Design mem_port_arbiter, sky130hd; sources not shown.
Fig. 1: run 1, clock distribution
Bar = 20 um.
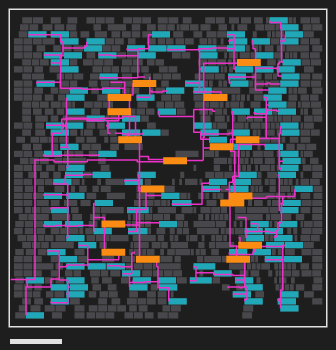
Key: clock wires = magenta [length 1660 um]; clock-net drivers = orange [count 17]; flip-flops = cyan [count 143]
Position of the flops: widely spread. There are 18 routed clock nets.
Clk power: 3220 uW
Clk Latency, worst-skew pair: 410 ps

Fig. 2: run 1, wire density map
24 x 24 tiles, from dark blue (low) to red (high), scaled to the fullest tile. Values are wire area over tile area, all layers added.
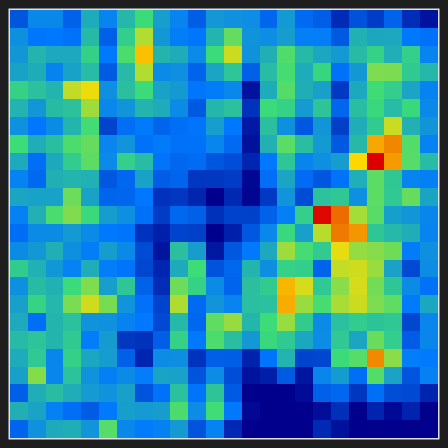
14% of the tiles are over half the peak. The emptiest ninth of the die: center. 4.0% of the tiles are nearly empty. The fullest tile reaches 0.70. The mean over all tiles is 0.23. The densest ninth of the die: middle right.
Routed WL per cell: 19.08 um
Tot GR Track Use: 24.52%
Via Count: 5905

Fig. 3: run 1, placement view
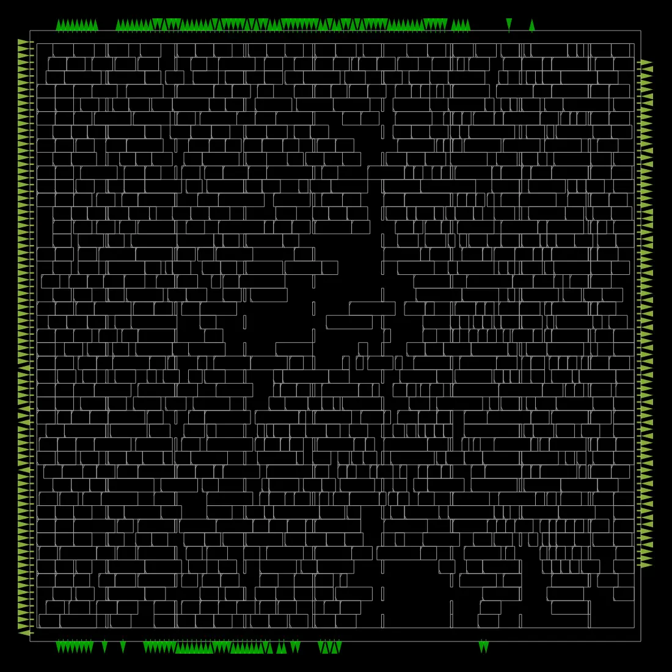
fin util: 75.76%
core area: 13990 um^2
flop count: 143

Fig. 4: run 1, register map, names as in the netlist
Bar = 20 um.
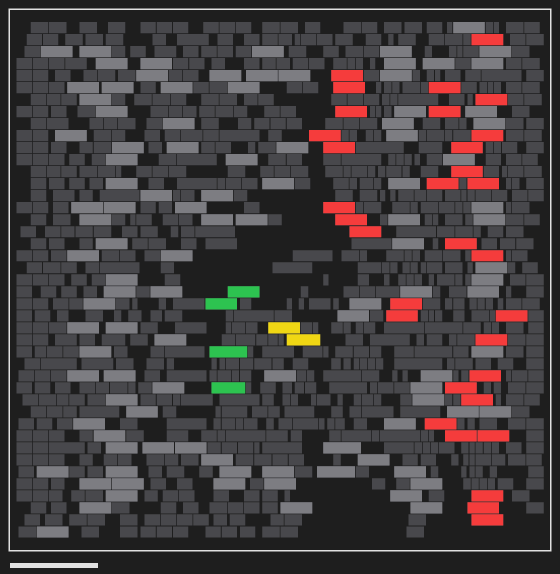
Key: `state` = yellow [sequential cells 2]; `scnt` = green [sequential cells 4, where center]; `cpu_rdata` = red [sequential cells 32]
Reg area: 2877 um^2
sequential power: 4280 uW
flop share of the area: 27.14%

==> run summary, run 1 <==
flow finished, numbers: final setup margin 63.10 ps, largest area contributor in the netlist dfxtp_1, clk sink count 143, dpl cells 1039, Die Area 14960 um^2, number of synthesized flops with an enable pin 0, GP Congestion 0.8997, CP Class register to register, Critical Path End Type register, Post-Layout Cell Count 1107, Max Freq 0.5163 GHz, most numerous logic cell after layout clkdlybuf4s50_1, Worst path depth 9, Ant. Diodes 0, reg-to-reg slack, setup 60 ps, Area Overhead vs Synth 87.76%, initial drt markers 349, DP Area 8874 um^2, CTS clk-pin slew, worst paths 60 ps, largest net degree at the start of global routing 17, wirelength, routed 21120 um, worst path cell trace inv_4, ha_4, and3b_1, buf_6, a21oi_4, buf_12, buf_6, mux2i_1, o2bb2ai_1, Residual DRC 0, post-detailed-route count of antenna-violating nets 0, startpoint types register, outcome completed, H-tree depth reported by CTS 4, vias per cell 5.334, Psw 10070 uW, CP required 2230 ps, area reported by Yosys stat 5644 um^2, Sw Ratio 52.98%, Hold Buf Count CTS 0, IO Pins 299, Final Cell Area 10600 um^2
## run 1: tightest hold or removal path: cells and delay by family, from the launching register on
| kind | cells | cell delay, ps |
|---|---|---|
| compound gates | 1 | 50 |
| flops | 1 | 310 |
| simple gates | 1 | 60 |
## run 1: cell families (layout without fill, tap and decap cells)
group | after synthesis | after routing | share of synthesized area (%)
AND-OR/OR-AND | 152 | 152 | 18.64
XOR/XNOR | 3 | 3 | 0.4656
adder cells (fa/ha/maj) | 5 | 5 | 1.108
buffers and inverters | 57 | 418 | 4.700
flip-flops | 143 | 143 | 50.72
multiplexers | 68 | 68 | 12.06
AND/OR/NAND/NOR | 134 | 138 | 12.30
## run 1: cell usage after synthesis, drive strengths merged, types with 2 or more instances
cell       n
nand3b     4
nand4b     2
a21oi      8
nand2     36
nor3       2
dfxtp    143
ha         5
inv       11
buf       18
nor3b      3
o211ai     2
mux2i     68
nand2b     5
o21ai     69
nand3     72
o2bb2ai   64
nor2       7
xnor2      3
clkbuf    28
## run 1: cell type report
type / count / area (um^2) / share of cell area [%]
repair buffers: 329 / 3496 / 32.99
clock inverters: 13 / 150.1 / 1.417
well taps: 180 / 225.2 / 2.125
plain buffers: 46 / 424.2 / 4.002
multi-input cells: 366 / 2925 / 27.60
inverters: 11 / 47.55 / 0.4486
clock buffers: 19 / 452.9 / 4.274
flip-flops and latches: 143 / 2877 / 27.14
## run 1: power by group through the flow
stage	registers [uW]	clock network, uW	logic, uW
finish	4280	3220	11500
global route	4360	3380	11900
CTS	4210	3220	10300
detailed placement	4230	0	10200
global placement	4200	0	10100
floorplan	9700	0	2150
## run 1: layer usage
metal  wire length [um]  GRT usage, %  vias up
li1                   -             -     2780
met1               7853         27.59     2762
met2              10950         44.31      310
met3               1659         5.948       53
met4                656         9.299        0
met5                  0             0        -
--- run 2 (diff from run 1) ---
Settings changed: GPL_ROUTABILITY_DRIVEN set to 0.
Fig. 5: run 2, cell sizes after repair
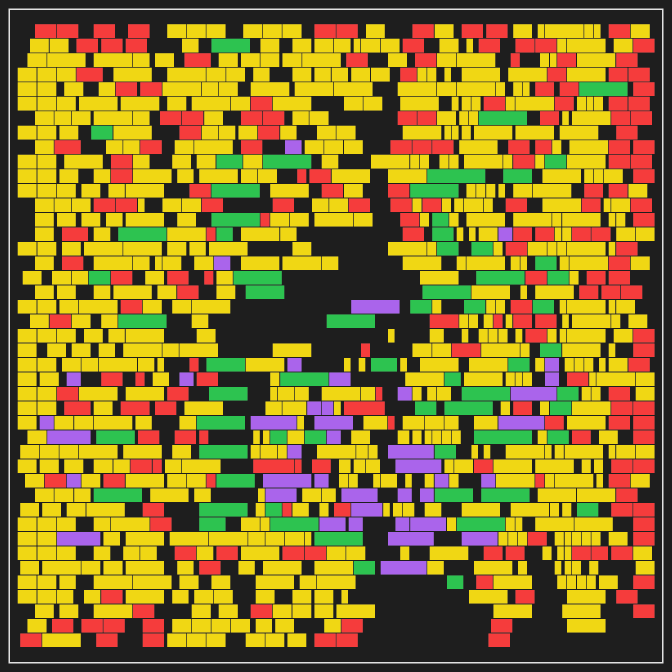
Key: x6 and larger = green [cells 63, share 6.8%]; x2 = red [cells 199, share 21%]; x1 and smaller = yellow [cells 624, share 67%]; x3 and x4 = purple [cells 41, share 4.4%]
Area Overhead vs Synth: 87.76%
final setup margin: 63.10 ps
Final Cell Area: 10600 um^2
Repair and plain buffers: 375

Fig. 6: run 2, register map, names as in the netlist
Bar = 20 um.
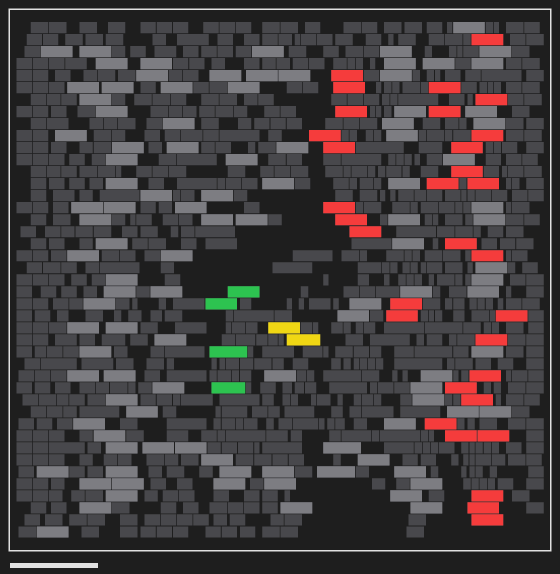
Key: `state` = yellow [sequential cells 2]; `scnt` = green [sequential cells 4, where center]; `cpu_rdata` = red [sequential cells 32]

==> run 2 against run 1 <==
Global-route usage did not move; via count did not move; largest power group unchanged; wire length did not move; critical path type unchanged; critical path depth did not move; largest cell class unchanged; first-iteration DRC count did not move; die area did not move; non-clock buffer count did not move.
==> run summary, run 2 <==
flow finished, numbers: H-tree depth reported by CTS 4 (unchanged), xor+xnor area frac 0.4655% (unchanged), Synth top cells by count dfxtp_1, nand3_1, mux2i_1, o2bb2ai_1, o21ai_0, Logic family by area AND-OR/OR-AND gates, most frequent cell after synthesis dfxtp_1, Via Count 5905 (unchanged), outcome completed, Critical Path End Type register, Tot GR Track Use 24.52% (unchanged), Max Freq 0.5163 GHz (unchanged), mux frac, synth 12.06% (unchanged), Worst Hold Depth 2, post-detailed-route count of antenna-violating nets 0 (unchanged), initial drt markers 349 (unchanged), IO Pins 299 (unchanged), CP Class register to register, initial core utilization 40.35%, CP required 2230 ps (about the same), and+or+nand+nor area frac 12.30% (unchanged), Tmin final 1937 ps, fraction of layout cells with a size suffix above 1 32.69%, Residual DRC 0 (unchanged), vias per cell 5.334 (unchanged), most numerous logic cell after layout clkdlybuf4s50_1, worst min path class register to register, clk sink count 143 (unchanged), number of synthesized flops with an enable pin 0 (unchanged), Syn Nets 733, startpoint types register, area reported by Yosys stat 5644 um^2 (unchanged), fin util 75.76% (unchanged), Clk Latency, worst-skew pair 410 ps (about the same), pre-CTS WS -756.9 ps, yosys adder share 1.108% (unchanged), Worst slew margin 51.03%, CTS clk-pin slew, worst paths 60 ps (about the same), Cell area leaders dfxtp_1, mux2i_1, o2bb2ai_1, nand3_1, o21ai_0, I/O Buffers 297, Ant. Diodes 0 (unchanged), wirelength, routed 21120 um (unchanged), Compound Share, Synth 18.64% (unchanged), core area 13990 um^2 (unchanged), largest area contributor in the netlist dfxtp_1, TritonCTS clock tree yes, Routed WL per cell 19.08 um (unchanged), Die Area 14960 um^2 (unchanged), die width 122.3 um, largest net degree at the start of global routing 17 (unchanged), R2R depth 9, reg-to-reg slack, setup 60 ps (about the same)
run 2: critical path, stage by stage, from the launching register on:
cell and delay, ps:
dfxtp_4 360, inv_4 40, ha_4 140, and3b_1 170
buf_6 130, a21oi_4 260, buf_12 190, buf_6 140
mux2i_1 230, o2bb2ai_1 100
run 2: logic make-up after synthesis:
kind of cell / count (synthesis)
flip-flops: 143
multiplexers: 68
XOR/XNOR: 3
AND-OR/OR-AND: 152
buffers and inverters: 57
adder cells (fa/ha/maj): 5
AND/OR/NAND/NOR: 134
run 2: stage by stage:
step                      cells  hold WS, ps  power, uW  cell area [um^2]
after floorplan             562        409.6      11840              5675
after global placement     1039        395.2      14320              8874
after detailed placement   1039        397.1      14450              8874
after CTS                  1074        417.5      17740              9803
after global routing       1107        423.2      19610             10600
final                      1107        410.7      19010             10600
run 2: layer usage:
layer / vias up / share of wire [%] / wire, um / GRT usage [%]
met5: - / 0 / 0 / 0
met4: 0 / 3.1 / 656 / 9.299
met3: 53 / 7.9 / 1659 / 5.948
met2: 310 / 52 / 10950 / 44.31
met1: 2762 / 37 / 7853 / 27.59
li1: 2780 / - / - / -
run 2: timing repair:
action	4_1_cts	5_1_grt
pin swaps	1	8
gates resized	440	171
cloned	0	17
hold buffers	0	0
setup buffers	3	16
setup endpoints to repair	266	132
run 2: cell type report:
cell class,instances,area (um^2)
Clock inverter,13,150.1
Timing Repair Buffer,329,3496
Sequential cell,143,2877
Clock buffer,19,452.9
Buffer,46,424.2
Fill cell,950,3391
Tap cell,180,225.2
Inverter,11,47.55
Multi-Input combinational cell,366,2925
run 2: where the power goes:
part	leakage, uW	switching (uW)	internal [uW]
logic	0.00252	8210	3310
clock network	0.000292	1290	1930
registers	0.00117	580	3700
total	0.00399	10100	8940
No activity file was given, so power comes from the tool's default toggle rates.
